## config.mk

```make
export PLATFORM = sky130hd
export DESIGN_NAME = muldiv_unit_flat
export DESIGN_NICKNAME = d
export VERILOG_FILES = /design/src/rtl/muldiv_pkg.sv /design/src/rtl/muldiv_if.sv /design/src/rtl/muldiv_unit.sv /design/src/flat_wrapper.sv
export SDC_FILE = /design/constraint.sdc
export NUM_CORES = 1
export LEC_CHECK = 0
export CORE_MARGIN = 2
export CORE_UTILIZATION = 44
export DETAILED_ROUTE_END_ITERATION = 8
export SLEW_MARGIN = 20
export SYNTH_ARGS = -nofsm -noshare
export SYNTH_HDL_FRONTEND = slang
export SYNTH_SLANG_ARGS = --single-unit
```

## constraint.sdc

```tcl
create_clock -name clk_i -period 5.7 [get_ports clk_i]
set_input_delay 0.855 -clock clk_i [delete_from_list [all_inputs] [get_ports clk_i]]
set_output_delay 0.855 -clock clk_i [all_outputs]
set_load 0.01 [all_outputs]
```

## src/rtl/muldiv_pkg.sv

```systemverilog
// muldiv_pkg: shared types and constants for the iterative RV32M multiply/divide unit
package muldiv_pkg;
  localparam int XLEN = 32;
  localparam int CNT_W = 6;
  localparam logic [31:0] DIV_ZERO_Q = 32'hFFFF_FFFF;
  typedef enum logic [2:0] {
    MD_MUL, MD_MULH, MD_MULHSU, MD_MULHU, MD_DIV, MD_DIVU, MD_REM, MD_REMU
  } md_op_e;
  typedef enum logic [1:0] {IDLE, CALC, DONE} md_state_e;
endpackage

```

## src/rtl/muldiv_if.sv

```systemverilog
// muldiv_if: issue request and regfile writeback bundle of the multiply/divide unit
interface muldiv_if;
  logic        valid_i;
  logic        ready_o;
  logic [2:0]  funct3_i;
  logic [31:0] rs1_data_i;
  logic [31:0] rs2_data_i;
  logic [4:0]  rd_addr_i;
  logic        kill_i;
  logic        busy_o;
  logic        rd_wren_o;
  logic [4:0]  rd_addr_o;
  logic [31:0] rd_data_o;
  modport master (
    output valid_i, funct3_i, rs1_data_i, rs2_data_i, rd_addr_i, kill_i,
    input  ready_o, busy_o, rd_wren_o, rd_addr_o, rd_data_o
  );
  modport slave (
    input  valid_i, funct3_i, rs1_data_i, rs2_data_i, rd_addr_i, kill_i,
    output ready_o, busy_o, rd_wren_o, rd_addr_o, rd_data_o
  );
endinterface

```

## src/rtl/muldiv_unit.sv

```systemverilog
// muldiv_unit: iterative RV32M unit, radix-2 shift-add multiply and restoring divide on magnitudes
module muldiv_unit
  import muldiv_pkg::*;
(
  input logic     clk_i,
  input logic     rst_i,
  muldiv_if.slave bus
);
  md_state_e        state_q, state_d;
  md_op_e           op_q, op_d;
  logic [63:0]      acc_q, acc_d;
  logic [31:0]      opb_q, opb_d;
  logic [CNT_W-1:0] cnt_q, cnt_d;
  logic             neg_q, neg_d;
  logic [4:0]       rd_q, rd_d, rd_addr_q, rd_addr_d;
  logic [31:0]      rd_data_q, rd_data_d;
  md_op_e      op_in;
  logic        is_div, is_rem, a_neg, b_neg, accept, div0, ovf;
  logic [31:0] a_mag, b_mag, fast_res, div_res, div_fin, mul_fin, result;
  logic [32:0] mul_sum, div_diff;
  logic [63:0] mul_nxt, div_nxt, prod;
  always_comb begin
    op_in    = md_op_e'(bus.funct3_i);
    is_div   = bus.funct3_i[2];
    is_rem   = bus.funct3_i[1];
    a_neg    = (op_in inside {MD_MULH, MD_MULHSU, MD_DIV, MD_REM}) & bus.rs1_data_i[31];
    b_neg    = (op_in inside {MD_MULH, MD_DIV, MD_REM}) & bus.rs2_data_i[31];
    a_mag    = a_neg ? -bus.rs1_data_i : bus.rs1_data_i;
    b_mag    = b_neg ? -bus.rs2_data_i : bus.rs2_data_i;
    accept   = bus.valid_i & (state_q == IDLE) & !bus.kill_i;
    div0     = is_div & (bus.rs2_data_i == '0);
    ovf      = (op_in inside {MD_DIV, MD_REM}) & (bus.rs1_data_i == 32'h8000_0000) & (bus.rs2_data_i == '1);
    fast_res = div0 ? (is_rem ? bus.rs1_data_i : DIV_ZERO_Q) : (is_rem ? 32'h0 : 32'h8000_0000);
    // Multiplier bits leave acc[0] as the partial product shifts in from the top
    mul_sum  = {1'b0, acc_q[63:32]} + (acc_q[0] ? {1'b0, opb_q} : 33'd0);
    mul_nxt  = {mul_sum, acc_q[31:1]};
    div_diff = acc_q[63:31] - {1'b0, opb_q};
    div_nxt  = div_diff[32] ? {acc_q[62:0], 1'b0} : {div_diff[31:0], acc_q[30:0], 1'b1};
    prod     = neg_q ? -acc_q : acc_q;
    div_res  = op_q[1] ? acc_q[63:32] : acc_q[31:0];
    div_fin  = neg_q ? -div_res : div_res;
    mul_fin  = (op_q == MD_MUL) ? prod[31:0] : prod[63:32];
    result   = op_q[2] ? div_fin : mul_fin;
  end
  always_comb begin
    state_d   = state_q;
    op_d      = op_q;
    acc_d     = acc_q;
    opb_d     = opb_q;
    cnt_d     = cnt_q;
    neg_d     = neg_q;
    rd_d      = rd_q;
    rd_addr_d = rd_addr_q;
    rd_data_d = rd_data_q;
    if (bus.kill_i) begin
      state_d = IDLE;
    end else if (accept) begin
      op_d  = op_in;
      rd_d  = bus.rd_addr_i;
      cnt_d = '0;
      neg_d = (is_div & is_rem) ? a_neg : a_neg ^ b_neg;
      acc_d = {32'h0, is_div ? a_mag : b_mag};
      opb_d = is_div ? b_mag : a_mag;
      if (div0 | ovf) begin
        state_d   = DONE;
        rd_addr_d = bus.rd_addr_i;
        rd_data_d = fast_res;
      end else begin
        state_d = CALC;
      end
    end else if (state_q == CALC) begin
      if (cnt_q == CNT_W'(XLEN)) begin
        state_d   = DONE;
        rd_addr_d = rd_q;
        rd_data_d = result;
      end else begin
        acc_d = op_q[2] ? div_nxt : mul_nxt;
        cnt_d = cnt_q + 1'b1;
      end
    end else if (state_q == DONE) begin
      state_d = IDLE;
    end
  end
  always_ff @(posedge clk_i or posedge rst_i) begin
    if (rst_i) begin
      state_q   <= IDLE;
      op_q      <= MD_MUL;
      acc_q     <= '0;
      opb_q     <= '0;
      cnt_q     <= '0;
      neg_q     <= 1'b0;
      rd_q      <= '0;
      rd_addr_q <= '0;
      rd_data_q <= '0;
    end else begin
      state_q   <= state_d;
      op_q      <= op_d;
      acc_q     <= acc_d;
      opb_q     <= opb_d;
      cnt_q     <= cnt_d;
      neg_q     <= neg_d;
      rd_q      <= rd_d;
      rd_addr_q <= rd_addr_d;
      rd_data_q <= rd_data_d;
    end
  end
  assign bus.ready_o   = (state_q == IDLE);
  assign bus.busy_o    = (state_q != IDLE);
  assign bus.rd_wren_o = (state_q == DONE) & (rd_addr_q != '0) & !bus.kill_i;
  assign bus.rd_addr_o = rd_addr_q;
  assign bus.rd_data_o = rd_data_q;
endmodule

```

## src/flat_wrapper.sv

```systemverilog
// flat-port wrapper written by rule: the top's interface ports become plain ports
module muldiv_unit_flat import muldiv_pkg::*;
  (clk_i, rst_i, bus_valid_i, bus_funct3_i, bus_rs1_data_i, bus_rs2_data_i, bus_rd_addr_i, bus_kill_i, bus_ready_o, bus_busy_o, bus_rd_wren_o, bus_rd_addr_o, bus_rd_data_o);
  muldiv_if bus_i ();
  input logic clk_i;
  input logic rst_i;
  input wire logic [$bits(bus_i.valid_i)-1:0] bus_valid_i;
  input wire logic [$bits(bus_i.funct3_i)-1:0] bus_funct3_i;
  input wire logic [$bits(bus_i.rs1_data_i)-1:0] bus_rs1_data_i;
  input wire logic [$bits(bus_i.rs2_data_i)-1:0] bus_rs2_data_i;
  input wire logic [$bits(bus_i.rd_addr_i)-1:0] bus_rd_addr_i;
  input wire logic [$bits(bus_i.kill_i)-1:0] bus_kill_i;
  output wire logic [$bits(bus_i.ready_o)-1:0] bus_ready_o;
  output wire logic [$bits(bus_i.busy_o)-1:0] bus_busy_o;
  output wire logic [$bits(bus_i.rd_wren_o)-1:0] bus_rd_wren_o;
  output wire logic [$bits(bus_i.rd_addr_o)-1:0] bus_rd_addr_o;
  output wire logic [$bits(bus_i.rd_data_o)-1:0] bus_rd_data_o;
  assign bus_i.valid_i = bus_valid_i;
  assign bus_i.funct3_i = bus_funct3_i;
  assign bus_i.rs1_data_i = bus_rs1_data_i;
  assign bus_i.rs2_data_i = bus_rs2_data_i;
  assign bus_i.rd_addr_i = bus_rd_addr_i;
  assign bus_i.kill_i = bus_kill_i;
  assign bus_ready_o = bus_i.ready_o;
  assign bus_busy_o = bus_i.busy_o;
  assign bus_rd_wren_o = bus_i.rd_wren_o;
  assign bus_rd_addr_o = bus_i.rd_addr_o;
  assign bus_rd_data_o = bus_i.rd_data_o;
  muldiv_unit u_core (.clk_i(clk_i), .rst_i(rst_i), .bus(bus_i));
endmodule
```

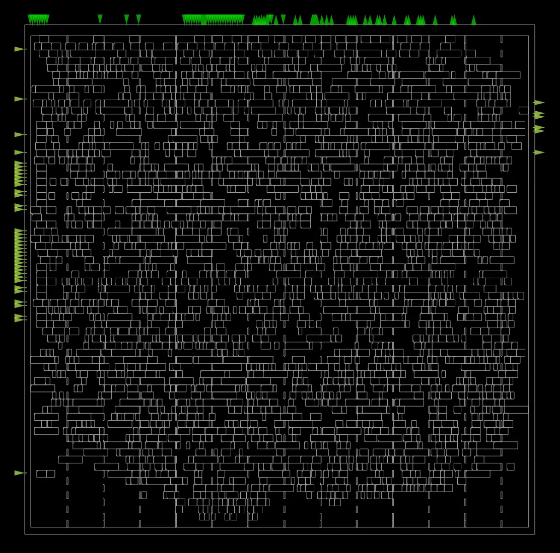
*Placement view*
Finished Layout Cells: 2635
core footprint: 35700 µm²
Seq/total area: 0.210
registers: 150

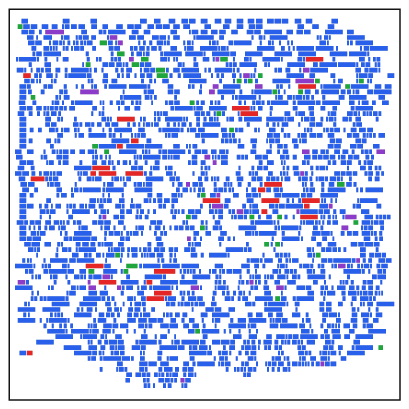
*Sizing map*
Drawn at 2 px/µm.
size	colour	cells	share	most used
x3 and x4	green	40	1.8%	buf_4
x6 and larger	red	28	1.3%	clkbuf_16
x1 and smaller	blue	2066	95%	nand2_1
x2	purple	39	1.8%	or2_2
nonclk buf count: 143
synth-to-layout area growth: 12.1%
Final Instance Area: 17900 µm²
setup ws final: 1.35 ns

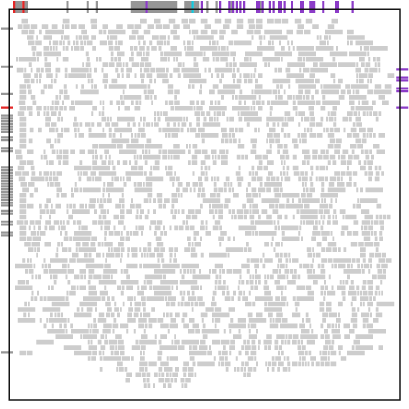
*Pin map*
Drawn at 2 px/µm. Pins as bars across the die edge, other pins in grey.
port	colour	pins	direction	edge
`bus_funct3_i`	red	3	input	2 top, 1 left
`bus_rd_data_o`	purple	32	output	26 top, 6 right
`bus_ready_o`	cyan	1	output	top
die y size: 195 µm
die width: 195 µm
PortBufs: 115

==> flow_summary.toml <==
# implementation run metrics
[cells_and_area]
largest_reg_flops = 64
fin_nets = 2309
largest_register = "u_core.acc_q"
lay_top_cells = "nand2_1, o21ai_0, nor2_1, a21oi_1, dfrtp_1"
final_util = 0.503
drive_above_1_share = 0.0492

[setup_path]
crit_chain = "inv_1 -> ha_1 -> fa_1 -> nand2b_1 -> a21oi_1 -> o41a_1 -> a211oi_2 -> nor3_1 -> nor3_2 -> xnor2_1 -> mux2_2 -> o211ai_1"
reg2reg_setup_slack_ns = 1.35
crit_buf_inv = 1
rr_worst_depth = 12
worstReg2RegEnd = "u_core.acc_q[59]"
critPathMaxStageDelay_ns = 0.81
worstSetupEndpointType = "flip-flop"
endpoint = "u_core.acc_q[59]"
worstSetupStartpoint = "u_core.acc_q[31]"
crit_arrival_ns = 4.72
cp.depth = 12
slowest_stage = "xnor2_1"
crit_type = "reg2reg"
crit_path_max_fanout = 5
cp_top_family = "XOR/XNOR gates"
cp.required_ns = 6.07
worst_setup_path_start_kind = "flip-flop"

[placement]
dpl.cell_count = 2602
hpwl_um = 48800
postPlaceCellArea_um2 = 17300

[power]
seqPwrFrac = 0.249
p_sw_frac = 0.511
vdd_drop_max_uv = 261
power_density_nw_per_um2 = 432
switchingPower_mw = 3.95
internal_power_mw = 3.78
leakage_nw = 7.19
share_comb_of_total_power = 0.601

[global_route]
grt_pass1_vias = 15400
grt_pass1_wl_um = 94800
grt_max_degree = 123

[routing]
routed.top_layer = "met5"
first_pass_iters = 8
m1WireLength_um = 27300
viasPerCell = 6.31
dr_wl_met3_um = 5150
drtIter0Drc = 1497

[synthesis]
mux_share = 0.0639
flop_cell = "dfrtp_1"
logic_family = "AND-OR/OR-AND gates"
yosys_area_um2 = 16000
synthesis.area_um2 = 16000
yosysWarnings = 0
adder_share = 0.0581
top_cells_by_count = "nand2_1, o21ai_0, nor2_1"
simple_gate_area_frac = 0.212
synthCells = 2149
async_flop_share = 1.00
ys_ff = 150
synth.most_common_cell = "nand2_1"
syn_area_per_cell_um2 = 7.44
ys_types = 90
ys_sh_aoi = 0.263
ys_seq_share = 0.235

[floorplan]
dieArea_um2 = 37900
rows = 69

[clocking]
postCtsSetupBuffers = 0
cts-hold-fix-buffers = 0
cts-buffers-inserted = 17
ctsResizeCount = 0
clock_latency_ns = 0.46
cts_max_level = 4
cts_max_path_buffers = 2

[worst_hold_path]
hp-class = "reg2reg"

[sta]
final-setup-viol-count = 0
clock.fmax_mhz = 230
tns_ns = 0
rsz0062_at_grt = "false"
drv_slew = 0
period_needed_ns = 4.35
fin_crit_sh = 0.763
worstMarginPinSlew_ns = 1.05

[job]
cap_violations = 0

[status]
status = "finished clean"
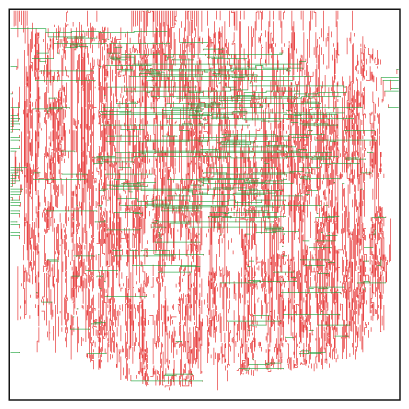
*Signal wires by layer*
Drawn at 2 px/µm. Two of the layers only.
layer	colour	wire length
M2	red	28.2 mm
M3	green	5150 µm
DR WL/cell: 24.0 µm
gr usage total: 0.329
final WL: 63300 µm
Vias: 16.6k

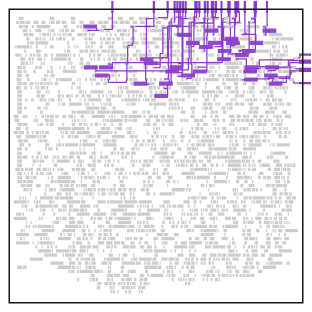
*Port wiring*
Drawn at 1.5 px/µm.
port	colour	bits	direction	end cells	buffers	wire
`bus_rd_data_o`	purple	32	output	32	32	1480 µm
I/O Pins: 116

## final cells by class
| cell class | instances | area (µm²) |
|---|---|---|
| fillers | 3651 | 17700 |
| clock inverters | 14 | 139 |
| inverters | 73 | 279 |
| clock buffers | 18 | 429 |
| well taps | 461 | 577 |
| repair buffers | 143 | 1380 |
| flip-flops and latches | 150 | 3760 |
| diodes | 1 | 2.50 |
| multi-input cells | 1775 | 11400 |
## per-layer routing
metal / vias to the layer above / GRT usage
met5: - / 0
met4: 2 / 0.141
met3: 124 / 0.0779
met2: 652 / 0.508
met1: 8043 / 0.440
li1: 7810 / -
## cell families (layout without fill, tap and decap cells)
group | count (synthesis) | in the layout
xor+xnor | 203 | 203
simple gates | 720 | 720
mux | 101 | 101
other cells | 0 | 1
flops | 150 | 150
fa+ha+maj | 73 | 73
compound gates | 678 | 678
buf+inv | 224 | 248
## power by group through the flow
| stage | logic (mW) | clock network, mW | registers, mW |
|---|---|---|---|
| global placement | 4.51 | 0 | 1.90 |
| global route | 5.10 | 1.21 | 1.94 |
| floorplan | 3.69 | 0 | 1.48 |
| detailed placement | 4.56 | 0 | 1.91 |
| finish | 4.65 | 1.16 | 1.92 |
| CTS | 4.58 | 1.16 | 1.89 |
## worst min-delay path by stage
stage | from | to | depth (start not counted)
6_report | u_core.rd_q[0] | u_core.rd_q[0] | 2
5_1_grt | u_core.rd_q[2] | u_core.rd_q[2] | 2
4_1_cts | u_core.rd_q[0] | u_core.rd_q[0] | 2
3_5_place_dp | u_core.rd_q[0] | u_core.rd_q[0] | 2
3_3_place_gp | u_core.rd_q[2] | u_core.rd_q[2] | 2
2_1_floorplan | u_core.rd_q[0] | u_core.rd_q[0] | 2
Power and IR drop assume default switching activity.
